==> config.mk <==
export PLATFORM = sky130hd
export DESIGN_NAME = mem_responder
export DESIGN_NICKNAME = d
export VERILOG_FILES = /design/src/rtl/mem_responder.sv
export SDC_FILE = /design/constraint.sdc
export NUM_CORES = 2
export LEC_CHECK = 0
export ABC_AREA = 1
export ABC_CLOCK_PERIOD_IN_PS = 5000
export CAP_MARGIN = 5
export CORE_UTILIZATION = 50
export DETAILED_ROUTE_END_ITERATION = 7
export PLACE_DENSITY = 0.65
export SLEW_MARGIN = 15
export SYNTH_ARGS = -nofsm -noshare
export SYNTH_HDL_FRONTEND = slang
export SYNTH_SLANG_ARGS = --single-unit
==> constraint.sdc <==
create_clock -name clock -period 5 [get_ports clock]
set_input_delay 0.75 -clock clock [delete_from_list [all_inputs] [get_ports clock]]
set_output_delay 0.75 -clock clock [all_outputs]
set_load 0.02 [all_outputs]
==> src/rtl/mem_responder.sv <==
// mem_responder: single-outstanding valid/ready memory responder with programmable wait states
// and a one-cycle response pulse.
module mem_responder #(
   parameter int ADDR_W      = 8,
   parameter int DATA_W      = 16,
   parameter int DEPTH       = 256,
   parameter int WAIT_CYCLES = 2
) (
   input  logic              clock,
   input  logic              reset,
   input  logic              req_valid,
   input  logic              req_we,
   input  logic [ADDR_W-1:0] req_addr,
   input  logic [DATA_W-1:0] req_wdata,
   output logic              req_ready,
   output logic              rsp_valid,
   output logic [DATA_W-1:0] rsp_rdata,
   output logic              rsp_err,
   output logic              busy
);
   localparam int IW = DEPTH > 1 ? $clog2(DEPTH) : 1;
   typedef enum logic [1:0] {IDLE, ACCESS, RESP} state_t;
   state_t state, state_nxt;
   logic [3:0] cnt;
   logic we_q;
   logic [ADDR_W-1:0] addr_q;
   logic [DATA_W-1:0] wdata_q;
   logic [DATA_W-1:0] mem [DEPTH];
   logic in_range, do_access;
   // Out-of-range addresses never alias onto implemented words
   assign in_range = {1'b0, addr_q} < (ADDR_W+1)'(DEPTH);
   always_comb begin
      req_ready = state == IDLE && !reset;
      busy      = state != IDLE && !reset;
      rsp_valid = state == RESP;
      do_access = state == ACCESS && cnt == 4'd0;
      state_nxt = state == IDLE ? (req_valid ? ACCESS : IDLE) :
                  state == ACCESS ? (cnt == 4'd0 ? RESP : ACCESS) : IDLE;
   end
   always_ff @(posedge clock) begin
      if (reset) begin
         state     <= IDLE;
         cnt       <= 4'd0;
         rsp_rdata <= '0;
         rsp_err   <= 1'b0;
      end else begin
         state <= state_nxt;
         if (req_ready && req_valid) begin
            we_q    <= req_we;
            addr_q  <= req_addr;
            wdata_q <= req_wdata;
            cnt     <= 4'(WAIT_CYCLES);
         end else if (state == ACCESS && cnt != 4'd0) cnt <= cnt - 4'd1;
         if (do_access) begin
            rsp_rdata <= !in_range ? '0 : we_q ? wdata_q : mem[addr_q[IW-1:0]];
            rsp_err   <= !in_range;
         end
      end
   end
   // Storage is deliberately left out of reset
   always_ff @(posedge clock)
      if (!reset && do_access && we_q && in_range) mem[addr_q[IW-1:0]] <= wdata_q;
endmodule

**Routing congestion**

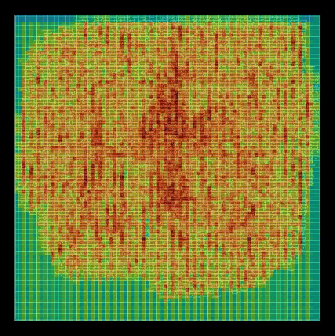
busiest grt layer: met2
post-DR wirelength/cell: 24.04 µm
final core utilization: 56.82%

==> flow_metrics.tcl <==
# yosys + openroad results
set metrics [dict create \
    status "finished, final reports clean" \
    logic_area_um2 38940 \
    worst-path-stages 17 \
    cp-startpoint "addr_q[1]$_DFFE_PP_" \
    sequentialPower_mw 38.2 \
    yosysMostFrequentCell "nand2_1" \
    synth_area_um2 166500 \
    yosysSeqAreaShare_pct 74.60 \
    hpwlAfterDp_um 278400 \
    power_density_nw_per_um2 384.3 \
    intPower_mw 56.08 \
    globalRouteTotalUtil_pct 28.33 \
    p_sw_mw 16.15 \
    worstPathArrival_ns 5.29 \
    endpoint_kind "flop" \
    nonClkBufAreaFrac_pct 3.258 \
    drtAntennaViolNets 0 \
    yosys_warnings 0 \
    gr-usage-met1_pct 40.78 \
    worstHoldEndpoint "wdata_q[15]$_DFFE_PP_" \
    cap_violations 0 \
    cpMaxStageDelayCell "nor2_4" \
    wl_met2_um 215100 \
    final-setup-viol-count 0 \
    regArea_um2 124200 \
    use_met3_pct 4.383 \
    dpl_worst_slack_ns 0.6789 \
    crit_buf_inv 4 \
    coreArea_um2 330800 \
    worst_slack_ns 0.6067 \
    comb_area_share_pct 20.72 \
    min_from "req_wdata[15]" \
    cts_resized 0 \
    met3_length_um 48120 \
    rr_startpoint "addr_q[1]$_DFFE_PP_" \
    postSynthCellCount 14851 \
    edf_count 4121 \
    dominant_cells "sequential cells" \
    critical_path_required_ns 5.89 \
    syn_to_final_growth_pct 12.91 \
    die_w_um 579.0 \
    path_max_fanout 64 \
    drv_slew 0 \
    grt_pass1_vias 103304 \
    cts-hold-fix-buffers 0 \
    inv_count 39 \
    synthXorXnorAreaFrac_pct 0 \
    top_area_share_pct 74.34 \
    power_leader "registers" \
    wirelength_met1_um 194700 \
    numPortBuffers 46 \
    period_minus_slack_ns 4.393 \
    ios 48 \
    synth_adder_area_share_pct 0.007516 \
    root_buffer "clkbuf_16" \
    crit_end "rsp_rdata[8]$_SDFFE_PP0N_" \
    tool_warnings 84 \
    power_frac_clock_pct 41.7 \
    switching_share_pct 22.36 \
    fp_util_pct 50.32 \
    drive_gt1_share_pct 7.826 \
    post_dp_cell_area_um2 174900 \
    yosys_area_um2 166500 \
    ys.flops 4143 \
    fin_setup_tns_ns 0 \
    power_frac_seq_pct 52.9 \
    area_leaders "edfxtp_1 74%, nand2_1 18%, nor2_1 1.7%, buf_2 1.1%, nand4_1 0.89%" \
    n_all_buffers 647 \
    finalNonFillerCells 19878 \
    top_logic_kind "simple AND/OR/NAND/NOR gates" \
    r2r_end "rsp_rdata[8]$_SDFFE_PP0N_" \
    clkCellAreaFrac_pct 6.936 \
    synthArstFlopShare_pct 0 \
]
**Clock wires, drivers and flops**

Scale: 1 px per µm.
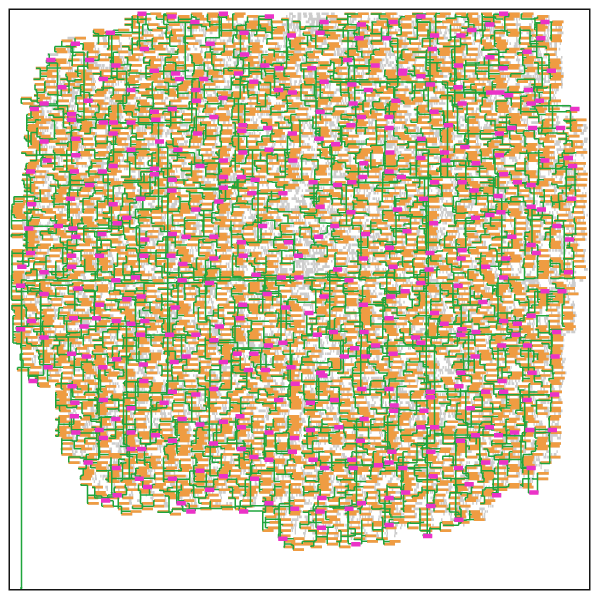
[clock-net drivers] magenta | count: 416
[clock wires] green | length: 45.4 mm
[flip-flops] orange | count: 4143
routed clock nets: 417
flops lie: all over the die

